### config.mk
export PLATFORM = sky130hd
export DESIGN_NAME = decode_issue_ctrl
export DESIGN_NICKNAME = d
export VERILOG_FILES = /design/src/rtl/riscv_pkg.sv /design/src/rtl/sync_fifo.sv /design/src/rtl/decode_issue_ctrl.sv
export SDC_FILE = /design/constraint.sdc
export NUM_CORES = 1
export LEC_CHECK = 0
export CAP_MARGIN = 25
export CORE_ASPECT_RATIO = 1.5
export CORE_MARGIN = 3
export CORE_UTILIZATION = 30
export DETAILED_ROUTE_END_ITERATION = 8
export GPL_ROUTABILITY_DRIVEN = 0
export PLACE_DENSITY = 0.64
export SETUP_SLACK_MARGIN = 0.1
export SYNTH_ARGS = -nofsm -noshare
export SYNTH_HDL_FRONTEND = slang
export SYNTH_SLANG_ARGS = --single-unit
### constraint.sdc
create_clock -name clk -period 6.1 [get_ports clk]
set_input_delay 1.22 -clock clk [delete_from_list [all_inputs] [get_ports clk]]
set_output_delay 1.22 -clock clk [all_outputs]
set_load 0.02 [all_outputs]
### src/rtl/riscv_pkg.sv
// Shared RV32 decode types and helpers for the front-end slice.
// Latency: n/a (types, constants and pure functions only).
// Backpressure: n/a.
package riscv_pkg;

  localparam int XLEN    = 32;
  localparam int RS1_LSB = 15;
  localparam int RS2_LSB = 20;

  typedef enum logic [6:0] {
    OP_LUI    = 7'b0110111,
    OP_AUIPC  = 7'b0010111,
    OP_JAL    = 7'b1101111,
    OP_JALR   = 7'b1100111,
    OP_BRANCH = 7'b1100011,
    OP_LOAD   = 7'b0000011,
    OP_STORE  = 7'b0100011,
    OP_I_TYPE = 7'b0010011,
    OP_R_TYPE = 7'b0110011
  } opcode_t;

  // One queued fetch: instruction word plus the PC it came from.
  typedef struct packed {
    logic [XLEN-1:0] instr;
    logic [XLEN-1:0] pc;
  } fetch_ent_t;

  function automatic logic uses_rs1(input opcode_t op);
    case (op)
      OP_R_TYPE, OP_I_TYPE, OP_LOAD, OP_STORE, OP_BRANCH, OP_JALR: uses_rs1 = 1'b1;
      default:                                                      uses_rs1 = 1'b0;
    endcase
  endfunction

  function automatic logic uses_rs2(input opcode_t op);
    case (op)
      OP_R_TYPE, OP_STORE, OP_BRANCH: uses_rs2 = 1'b1;
      default:                        uses_rs2 = 1'b0;
    endcase
  endfunction

endpackage

### src/rtl/sync_fifo.sv
// Generic synchronous FIFO with occupancy count and synchronous clear.
// Latency: a write at edge N is readable at the head from edge N+1.
// Backpressure: writes while full and reads while empty are ignored; clear wins over both.
module sync_fifo #(
  parameter  int W     = 8,
  parameter  int DEPTH = 2,
  localparam int AW    = (DEPTH > 1) ? $clog2(DEPTH) : 1
) (
  input  logic          clk,
  input  logic          rst_n,
  input  logic          clr,
  input  logic          wr_en,
  input  logic [W-1:0]  wr_dat,
  input  logic          rd_en,
  output logic [W-1:0]  rd_dat,
  output logic [AW:0]   count,
  output logic          full,
  output logic          empty
);

  logic [W-1:0]  mem [DEPTH];
  logic [AW-1:0] wr_ptr;
  logic [AW-1:0] rd_ptr;
  logic          push;
  logic          pop;

  assign full  = (count == (AW+1)'(DEPTH));
  assign empty = (count == '0);
  assign push  = wr_en && !full && !clr;
  assign pop   = rd_en && !empty && !clr;

  // Head is zero when nothing is queued so downstream never sees stale data.
  assign rd_dat = empty ? '0 : mem[rd_ptr];

  // Storage carries no reset; validity is tracked by count alone.
  always_ff @(posedge clk) begin
    if (push) mem[wr_ptr] <= wr_dat;
  end

  // Pointers wrap naturally because DEPTH is a power of two.
  always_ff @(posedge clk or negedge rst_n) begin
    if (!rst_n) begin
      wr_ptr <= '0;
      rd_ptr <= '0;
      count  <= '0;
    end else if (clr) begin
      wr_ptr <= '0;
      rd_ptr <= '0;
      count  <= '0;
    end else begin
      if (push) wr_ptr <= wr_ptr + 1'b1;
      if (pop)  rd_ptr <= rd_ptr + 1'b1;
      case ({push, pop})
        2'b10:   count <= count + 1'b1;
        2'b01:   count <= count - 1'b1;
        default: count <= count;
      endcase
    end
  end

endmodule

### src/rtl/decode_issue_ctrl.sv
// Fetch-to-decode queue: buffers fetches, presents the head, issues into ID/EX with load-use bubbles.
// Latency: an instruction enqueued at edge N can issue in the cycle after edge N.
// Backpressure: ex_ready=0 or a load-use hazard holds the head; if_ready drops only when the queue is full.
module decode_issue_ctrl
  import riscv_pkg::*;
#(
  parameter int DEPTH = 2,
  parameter int CNT_W = 32
) (
  input  logic             clk,
  input  logic             rst_n,
  input  logic             if_valid,
  output logic             if_ready,
  input  logic [XLEN-1:0]  if_instr,
  input  logic [XLEN-1:0]  if_pc,
  input  logic             flush,
  input  logic             ex_is_load,
  input  logic [4:0]       ex_rd,
  input  logic             ex_ready,
  output logic             id_valid,
  output logic [XLEN-1:0]  id_instr,
  output logic [XLEN-1:0]  id_pc,
  output opcode_t          id_opcode,
  output logic             hazard,
  output logic [CNT_W-1:0] bubble_cnt,
  output logic [CNT_W-1:0] flush_cnt
);

  localparam int AW = (DEPTH > 1) ? $clog2(DEPTH) : 1;

  fetch_ent_t     wr_ent;
  fetch_ent_t     head;
  logic [AW:0]    q_count;
  logic           q_full;
  logic           q_empty;
  logic           enq;
  logic [4:0]     rs1;
  logic [4:0]     rs2;
  logic           rs1_hit;
  logic           rs2_hit;
  logic [CNT_W:0] flush_sum;

  assign wr_ent.instr = if_instr;
  assign wr_ent.pc    = if_pc;

  // if_ready comes straight from the registered full flag, so fetch never sees a path from EX.
  assign if_ready = !q_full;
  assign enq      = if_valid && if_ready && !flush;

  sync_fifo #(
    .W     ($bits(fetch_ent_t)),
    .DEPTH (DEPTH)
  ) u_fifo (
    .clk    (clk),
    .rst_n  (rst_n),
    .clr    (flush),
    .wr_en  (enq),
    .wr_dat (wr_ent),
    .rd_en  (id_valid),
    .rd_dat (head),
    .count  (q_count),
    .full   (q_full),
    .empty  (q_empty)
  );

  assign id_instr  = head.instr;
  assign id_pc     = head.pc;
  assign id_opcode = opcode_t'(head.instr[6:0]);

  assign rs1     = head.instr[RS1_LSB +: 5];
  assign rs2     = head.instr[RS2_LSB +: 5];
  assign rs1_hit = uses_rs1(id_opcode) && (rs1 == ex_rd);
  assign rs2_hit = uses_rs2(id_opcode) && (rs2 == ex_rd);

  // A flush squashes everything, including the bubble that would otherwise be reported.
  assign hazard   = !q_empty && !flush && ex_is_load && (ex_rd != 5'd0) && (rs1_hit || rs2_hit);
  assign id_valid = !q_empty && !hazard && ex_ready && !flush;

  assign flush_sum = {1'b0, flush_cnt} + (CNT_W+1)'(q_count);

  // Saturating performance counters: bubbles actually inserted, and entries thrown away by redirects.
  always_ff @(posedge clk or negedge rst_n) begin
    if (!rst_n) begin
      bubble_cnt <= '0;
      flush_cnt  <= '0;
    end else begin
      if (hazard && ex_ready && (bubble_cnt != '1)) bubble_cnt <= bubble_cnt + 1'b1;
      if (flush) flush_cnt <= flush_sum[CNT_W] ? '1 : flush_sum[CNT_W-1:0];
    end
  end

endmodule

==> run_1/metal_density.png <==
(2 px per um) The die is cut into 14 by 21 equal tiles; dark blue is low, red is high, scaled to the fullest tile. Values are wire area over tile area, all layers added.
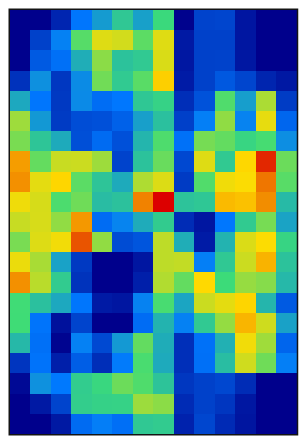
- fullest tile: 0.30
- mean over tiles: 0.11
- tiles over half the peak: 32%
- nearly empty tiles: 9.5%
routed wire length per instance: 16.9 um
vias after detailed routing: 5818

==> run_1/io_fan.png <==
(2 px per um)
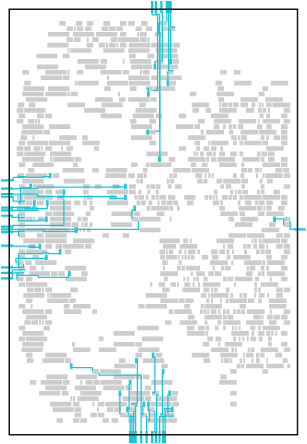
- cyan: `id_instr` (bits 32; direction output; end cells 32; buffers 32; wire 1130 um)
input/output buffers: 212
num ports: 213

==> run_1/flops_by_reg.png <==
(3 px per um) Other sequential cells in the stronger grey, the rest of the logic in the fainter grey.
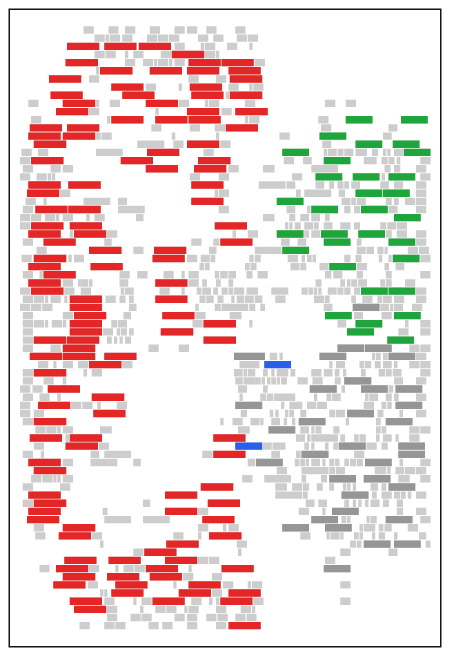
- green: `bubble_cnt` (placed flops 32)
- blue: `u_fifo.count` (placed flops 2)
- red: `u_fifo.mem` (placed flops 128)
Seq group: 1.53 mW
core occupancy in the finished layout: 0.417
sequential fraction of total cell area: 0.482

==> run notes, run 1 <==
The layout was made with Yosys and OpenROAD.

The flow ran to the end, and the final reports show no timing, DRC or antenna violations. The final timing report lists a hold violation count of 0. The vertical extent of the die is between 200 and 250 um. The post-synth count of flops with an enable pin is between 100 and 150. The post-detailed-route count of antenna-violating nets is 0. The clock skew is around 0.012 ns. Setup repair after global routing left no endpoint under its margin.

The global routing met2 resource utilization is 0.238. The finished design was reported to have a net count of about 950. TritonCTS built the clock tree. The final worst setup slack is slightly below 0.9 ns.

The number of hold-repair buffers added at the cts stage is 0. Counting buffers and inverters, the worst setup path is 9 cells deep. The worst register-to-register path ends at bubble_cnt[1]$_DFFE_PN0P_.

The initial antenna violation count was 4. The report gives the cell count of the worst hold path as 1. Post-synth the commonest register cell is edfxtp_1. The category of the worst setup path launch point is an input pin.

Entering global routing, the biggest net connects between 60 and 70 pins. The layout filler cell count is ~2600. In the synthesized netlist the async set-or-reset flop fraction comes to 0.347. The startpoint of the worst register-to-register path is u_fifo.rd_ptr$_DFFE_PN0P_.

The final routed wirelength across all metal layers is roughly 21 mm. The net count of the mapped netlist is between 700 and 800. The critical path class is input pin to output pin. The cell area after layout is around 0.012 mm2. The post-layout minimum cycle time is approximately 5.2 ns.

The headroom to the max-slew limit is 0.378. The synthesized netlist handed to floorplanning was reported with a cell count of 661. The layer flagged by global routing as most heavily used is met2. The floorplan row count is between 70 and 80.

The final power report lists total power as between 3 and 4 mW. The number of library cell types mapped by synthesis is 52. Counting both buffers and inverters, the worst setup path holds a total of 4. Looking at the max-slew report, the worst-margin pin has a slew of a little over 0.9 ns. No sink is reached through more buffers than the 2 on the longest clock path.

The DRC violation total after the first TritonRoute iteration is between 200 and 300. Clock tree synthesis selected as its root buffer the cell clkbuf_16. The number of buffers inserted during clock tree synthesis is 17. The CTS clock-pin slew for the worst setup and hold paths is around 0.080 ns. The critical path's largest stage delay is 0.61 ns. The worst setup path is captured at an output pin. The script computed a power per unit cell area of 264 mW/mm2. Per the STA report, the cell with the highest stage delay on the worst path is clkdlybuf4s50_1.

The overflow left after global routing is 0. Gates resized during post-CTS repair numbered 0. The detailed placer's ending HPWL is approximately 14 mm.

After routing, the total negative slack on setup checks comes to 0 ns. The report shows a maximum critical-path fanout of 11. By area the synthesized netlist is led by edfxtp_1, dfrtp_1, mux2i_1, xnor2_1, nor2_1.

The met1 track demand over resource is 0.160. The number of placed instances with taps included is approximately 1200. The period utilization is 0.856. The flow measured a signed area growth from synthesis to layout of 35.7%. met3 track demand over resource after global routing is 0.0461.

The kind of cell with the highest combined delay on the critical path is simple AND/OR/NAND/NOR gates. The synth_stat.txt file lists the number of cells as between 600 and 700. The number of DRC violations after detailed routing is 0.

The count of buffers added by post-CTS timing repair for setup is 0. The core footprint is between 0.02 and 0.03 mm2. For this run, the number of Yosys warnings is 0. The endpoint of the worst hold path is bubble_cnt[7]$_DFFE_PN0P_. The cell with the most instances on the worst path is clkdlybuf4s50_1. CTS built an H-tree with a depth of 4. Per the hold report, the tightest min-delay path originates at bubble_cnt[7]$_DFFE_PN0P_. The final standard cell count with taps included and fillers excluded is between 1000 and 1500. For this run, the top clock speed supported by timing is 192 MHz.

Summing all placed instances gives a cell area of ~0.011 mm2. The pre-CTS setup check shows a worst slack of ~0.85 ns. The data required time at the worst endpoint is just under 5 ns. The minimum setup slack among reg-to-reg paths is ~2.3 ns.

Checking hold timing, the worst path is listed with class flop to flop. The core utilization before placement is 0.308. The synthesized flop and latch total is 196.

The data arrival at the endpoint of the critical path is ~4.0 ns. Total global-route track usage over all layers is 0.137. The first global-routing pass estimated between 30 and 40 mm of wire.

Per the skew report, the later register of the worst-skew pair sees a clock latency of approximately 0.43 ns. The sequential element share of the synthesized area is 0.653. Each instance of the synthesized netlist takes up on average around 13 um2. The most critical hold endpoint after final layout shows a slack of just under 0.5 ns. The fraction of post-synthesis cell area in the top cell type by area is 0.453. The final number of max-transition violations is 0.

Sorting the Yosys area breakdown by cell type puts at the top edfxtp_1. According to the CTS report, the clock sink count is just under 200. The share of layout cells above drive strength 1 is 0.0590.

The via count of the first global-routing pass is approximately 6000. The cell count of the worst reg-to-reg path is 7. The number of warning messages in the logs is 26. The ratio of routed vias to standard cells is approximately 4.7. The iteration tally of the first detailed-router pass is 4. Looking at the VDD voltage map, the peak drop is 0.173 mV. Listed in order, past its start point the critical path passes clkdlybuf4s50_1 -> buf_4 -> inv_1 -> nand4_1 -> or4b_1 -> or4_4 -> nand3_1 -> nor3_1 -> clkdlybuf4s50_1.

The last timing report of the flow puts the setup violation total at 0. For this design the static power due to leakage is 4.20 nW. The post-synthesis instance area is approximately 0.0085 mm2. The die width is 143 um. The die footprint is 0.0304 mm2.

The max-cap check violation count is 0. The synthesized netlist has a Yosys-reported chip area of about 0.0085 mm2.
## run 1: cells in the final DEF (no fill, tap or decap), drive strengths merged, types with 2 or more instances in the layout
master	netlist	layout
nand2	45	45
nand2b	3	3
ha	3	3
mux2i	62	62
nor2	80	80
inv	12	19
edfxtp	128	128
mux2	6	6
or4b	2	2
o22ai	2	2
xor2	12	12
dfrtp	68	68
o21a	4	4
nor2b	4	4
clkbuf	4	17
diode	0	2
nor3	12	12
and3	20	20
nand3	34	34
clkinvlp	0	2
clkinv	0	5
nand4	26	26
nor4b	2	2
xnor2	38	38
and3b	2	2
a21oi	10	10
or3	8	8
o22a	2	2
nor4	2	2
o21ai	17	17
or4	3	3
and2	6	6
o211ai	2	2
buf	26	9
clkdlybuf4s50	0	211
and4	3	3
## run 1: cell usage after synthesis, types with 3 or more instances
cell	count
dfrtp_1	68
nor3_1	12
nor2_1	80
nand3_1	34
xnor2_1	38
edfxtp_1	128
o21a_1	4
mux2_2	4
and4_1	3
clkbuf_1	4
buf_4	9
buf_2	5
xor2_1	12
or3_1	8
o21ai_0	17
and3_1	20
inv_1	12
and2_1	6
nor2b_1	4
ha_1	3
nand2_1	45
a21oi_1	9
nand2b_1	3
mux2i_1	62
buf_1	11
nand4_1	26
## run 1: sequential cells by signal (all words and copies together) (netlist names)
signal	count
bubble_cnt	32
u_fifo.wr_ptr	1
u_fifo.rd_ptr	1
flush_cnt	32
u_fifo.mem	128
u_fifo.count	2
## run 1: worst max path at each step
stage / start / endpoint / slack (ns)
2_1_floorplan: flush / u_fifo.mem[0][0]$_DFFE_PP_ / 1.67
3_3_place_gp: flush / id_valid / 0.88
3_5_place_dp: flush / id_valid / 0.85
4_1_cts: u_fifo.rd_ptr$_DFFE_PN0P_ / id_valid / 0.80
5_1_grt: u_fifo.rd_ptr$_DFFE_PN0P_ / id_valid / 0.58
6_report: flush / id_valid / 0.88
## run 1: final cells by class
type | count | area [um2] | area share
antenna | 2 | 5.00 | 0.000435
clock buffer | 17 | 425 | 0.0369
clock inverter | 14 | 120 | 0.0104
inverter | 12 | 45.0 | 0.00391
multi-input combinational | 423 | 2770 | 0.240
sequential | 196 | 5550 | 0.482
tap | 342 | 428 | 0.0371
timing repair buffer | 220 | 2180 | 0.189
## run 1: report_power, final
part           leakage (nW)  switching [mW]  internal, mW
registers              2.10          0.0488          1.48
clock network         0.268           0.532         0.535
logic                  1.83           0.235         0.213
## run 1: routing by layer
metal  wire length [um]  vias to the layer above  part of all wire
li1                   -                     2815                 -
met1               8490                     2811              0.41
met2              10500                      169              0.51
met3               1320                       19             0.064
met4                298                        4             0.014
met5                 27                        -            0.0013
## run 1: cells by family (layout without fill, tap and decap cells)
family                   Yosys count  count (layout)  synth area share
AND/OR/NAND/NOR                  256             256             0.150
flip-flops                       196             196             0.653
multiplexers                      68              68            0.0811
XOR/XNOR                          50              50            0.0516
AND-OR/OR-AND                     45              45            0.0336
buffers and inverters             42             263            0.0242
adder cells (fa/ha/maj)            4               4           0.00678
other                              0               2                 0
==> run_1/placement.png <==
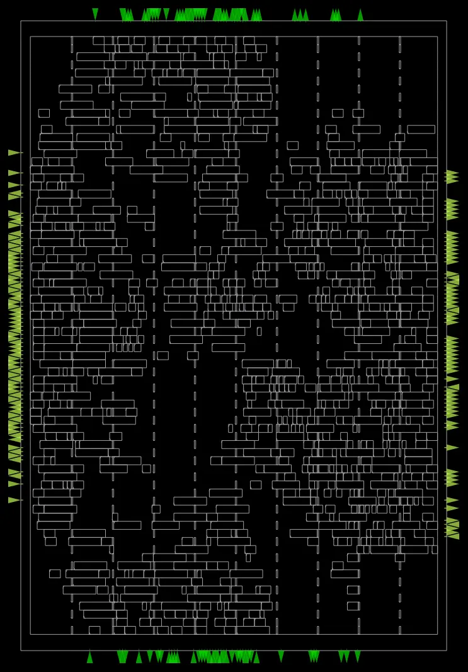

## Run 2: what changed since run 1
- CORE_UTILIZATION: 30 -> 35
- PLACE_DENSITY: 0.64 -> 0.72
==> run_2/placement.png <==
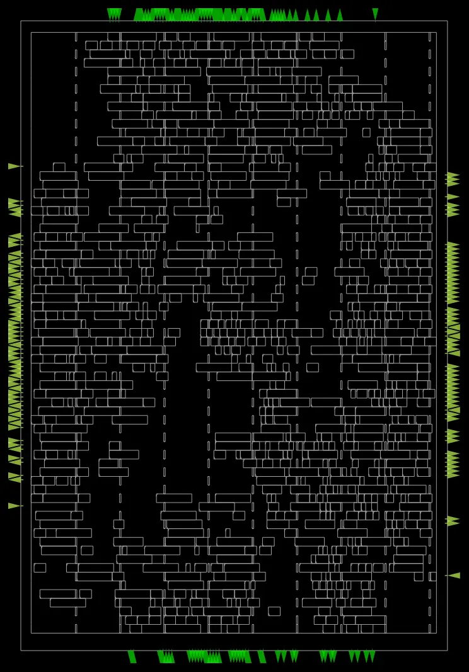
Non-Filler Instances: 1203
Rows: 69

==> run notes, run 2 <==
The layout was made with Yosys and OpenROAD.

The run finished with clean final reports. The ratio of routed vias to standard cells is 4.91 (+3.5%). The chip area from the yosys synthesis statistics was 0.00849 mm2 (unchanged). The number of hold-repair buffers added at the cts stage is 0 (unchanged). The switching part of the total is 0.260 (-0.00804).

The registers reported with the highest flop counts are u_fifo.mem (128), bubble_cnt (32), flush_cnt (32). The fraction of post-synthesis cell area in the top cell type by area is 0.453 (unchanged). The via count came to 5906 (+1.5%). The post-layout minimum cycle time came to 5.22 ns (+0.00143 ns). The number of buffers inserted during clock tree synthesis is 17 (unchanged). The die width was 133 um (-7.1%). The overflow left after global routing is 0 (unchanged). The maximum buffer depth of the clock tree is 2 (unchanged). Compared with the post-synthesis result, the final layout area differs by 36.1%. Checking hold timing, the worst path is listed with class flop to flop.

The average routed wire per standard cell is 16.6 um (-1.4%). The cell count listed in synth_stat.txt is 661 (unchanged). In the setup report, the worst path falls into the class input pin to output pin. The post-detailed-route count of antenna-violating nets is 0 (unchanged).

In this run the top signal layer used is met4. The die footprint came to 0.0262 mm2 (-14%). The final net count is 949 (unchanged). The vertical extent of the die is 197 um (-7.2%). The number of buffer cells added on primary ports is 212 (unchanged). The commonest cells after synthesis are edfxtp_1, nor2_1, dfrtp_1, mux2i_1, nand2_1.

The top cell types in the final layout, fill and taps aside, are clkdlybuf4s50_1, edfxtp_1, nor2_1. The combinational cell fraction of total power is 0.143 (-0.004). The number of DRC violations after detailed routing was 0 (unchanged). The final number of max-transition violations is 0 (unchanged). The category of the worst setup path launch point is an input pin.

The number of H-tree levels is 4 (unchanged). The share of layout cells above drive strength 1 came to 0.0600 (+0.00107). The period utilization is 0.856 (about the same).

The fraction of registers with async set/reset is 0.347 (unchanged). The cell-internal power is 2.32 mW (+4.0%). The headroom to the max-slew limit is 0.362 (-0.0160).

The number of warning messages in the logs is 26 (unchanged). The clock skew was 0.00886 ns (-0.00266 ns). The cell count of the worst reg-to-reg path is 6 (-1). The global-route usage over all layers came to 0.152 (+0.0145). The initial antenna violation count was 1 (-3). The setup TNS after final layout is 0 ns (unchanged).

The post-cts sizing count is 0 (unchanged). The detailed-routed wire length on met2 came to 10.6 mm (+0.37%). The sequential element share of the synthesized area was 0.653 (unchanged). The logic area is 0.00277 mm2 (unchanged). The switching power is 0.813 mW (-0.25%).

The transition time at the pin with the least slew margin was 0.957 ns (+0.0240 ns). The net count of the mapped netlist is 740 (unchanged). edfxtp_1 is the most common cell in the netlist. The cell area power density came to 271 mW/mm2 (+2.5%). The total count of hold-check failures in the final report is 0 (unchanged). The largest fanout on the critical path is 11 (unchanged). The clock network fraction of design power came to 0.368 (+0.018). The DRC violation total after the first TritonRoute iteration is 268 (-2.2%).

The met1 routed wirelength after detailed routing is 7.73 mm (-8.9%). The most frequently used flop master after synthesis is edfxtp_1. The peak clock frequency supported by timing is 192 MHz (about the same). The data required time at the worst endpoint came to 4.88 ns (about the same). The synthesized flop and latch total is 196 (unchanged).

The sequential share of power is 0.489 (-0.013). The number of cells on the worst hold path was 1 (unchanged). The leakage power of the design came to 4.23 nW (+0.61%).

Summed over all instances, the cell type with the most area after synthesis is edfxtp_1. The number of flip-flops under the largest register name is 128 (unchanged). STA classifies the critical path endpoint as an output pin. The number of I/O pins came to 213 (unchanged). The largest net degree at the start of global routing is 69 (unchanged).

Setup repair after global routing left no endpoint under its margin. The root buffer cell chosen for the clock tree is clkbuf_16. The CTS clock-pin slew for the worst setup and hold paths is 0.07 ns (about the same). The number of warning messages in the yosys log is 0 (unchanged). The post-synthesis instance area is 0.00849 mm2 (unchanged).

The layout filler cell count was 2118 (-19%). The via count of the first global-routing pass was 5893 (-1.1%). Per the cell usage report, the commonest logic cell in the layout is clkdlybuf4s50_1. The TritonCTS clock tree is yes. The number of flops mapped to enable cells by yosys came to 128 (unchanged).

The post-synthesis average cell area came to 12.8 um2 (unchanged). The iteration tally of the first detailed-router pass is 4 (unchanged). The wire length of the first global-routing pass is 31.1 mm (-3.9%).
==> run_2/flops_by_reg.png <==
(3 px per um) Other sequential cells in the stronger grey, the rest of the logic in the fainter grey.
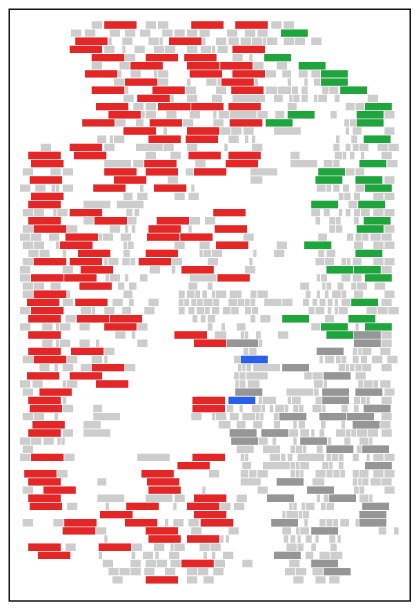
- green: `bubble_cnt` (placed flops 32)
- blue: `u_fifo.count` (placed flops 2)
- red: `u_fifo.mem` (placed flops 128)
- not coloured: 34
sequential fraction of total cell area: 0.480
register area: 0.00555 mm2
core occupancy in the finished layout: 0.487

==> run 2: cell count changes in the layout (fill, tap and decap cells not counted), sizes merged <==
| cell | before | now |
|---|---|---|
| clkinv | 5 | 4 |
| bufinv | 0 | 2 |
| diode | 2 | 1 |
==> run 2: power by group through the flow <==
stage | Combinational (mW) | Clock [mW] | Sequential (mW)
floorplan | 0.220 | 0 | 1.56
global placement | 0.448 | 0 | 1.56
detailed placement | 0.454 | 0 | 1.56
CTS | 0.457 | 1.19 | 1.53
global route | 0.481 | 1.25 | 1.54
finish | 0.446 | 1.15 | 1.53
==> run 2: final cells by class <==
class                      instances  share of cell area
antenna                            1            0.000217
inverter                          12             0.00390
clock inverter                    15              0.0161
sequential                       196               0.480
clock buffer                      17              0.0368
tap                              319              0.0345
timing repair buffer             220               0.188
multi-input combinational        423               0.240
==> run 2: kinds of logic (layout without fill, tap and decap cells) <==
kind of cell | count (synthesis) | in the layout | synth area share
other | 0 | 1 | 0
xor gates and xnor gates | 50 | 50 | 0.0516
buffers and inverters | 42 | 264 | 0.0242
DFF | 196 | 196 | 0.653
and+or+nand+nor | 256 | 256 | 0.150
AOI/OAI and AO/OA | 45 | 45 | 0.0336
muxes | 68 | 68 | 0.0811
adders and majority gates | 4 | 4 | 0.00678
==> run 2: worst paths after layout <==
kind                                      startpoint                         to  slack, ns
min in group asynchronous                      rst_n  flush_cnt[30]$_DFFE_PN0P_       0.99
max in group asynchronous                      rst_n  u_fifo.rd_ptr$_DFFE_PN0P_       4.48
max reg2reg                u_fifo.rd_ptr$_DFFE_PN0P_  bubble_cnt[1]$_DFFE_PN0P_       2.47
min reg2reg                flush_cnt[24]$_DFFE_PN0P_  flush_cnt[24]$_DFFE_PN0P_       0.49
max                                            flush                   id_valid       0.88
min                        flush_cnt[24]$_DFFE_PN0P_  flush_cnt[24]$_DFFE_PN0P_       0.49
==> run 2: layer usage <==
metal	vias to the layer above	GRT usage
met1	2880	0.172
li1	2826	-
met4	0	0.0560
met2	173	0.269
met5	-	0
met3	27	0.0472
==> run 2: critical path, cell delays in order <==
cell             delay [ns]
clkdlybuf4s50_1        0.40
buf_4                  0.19
inv_1                  0.12
nand4_1                0.17
or4b_1                 0.56
or4_4                  0.47
nand3_1                0.20
nor3_1                 0.07
clkdlybuf4s50_1        0.60
==> run 2: metrics by stage <==
step,util,cell area (um2),worst slack (ns),instances,total power [mW]
3_3_place_gp,0.461,10900,0.918,1170,2.01
4_1_cts,0.487,11600,0.868,1202,3.18
6_report,0.487,11600,0.878,1203,3.13
5_1_grt,0.487,11600,0.729,1203,3.27
2_1_floorplan,-,8500,1.67,661,1.78
3_5_place_dp,0.461,10900,0.879,1170,2.02
Power is estimated from default activity; no workload was simulated.
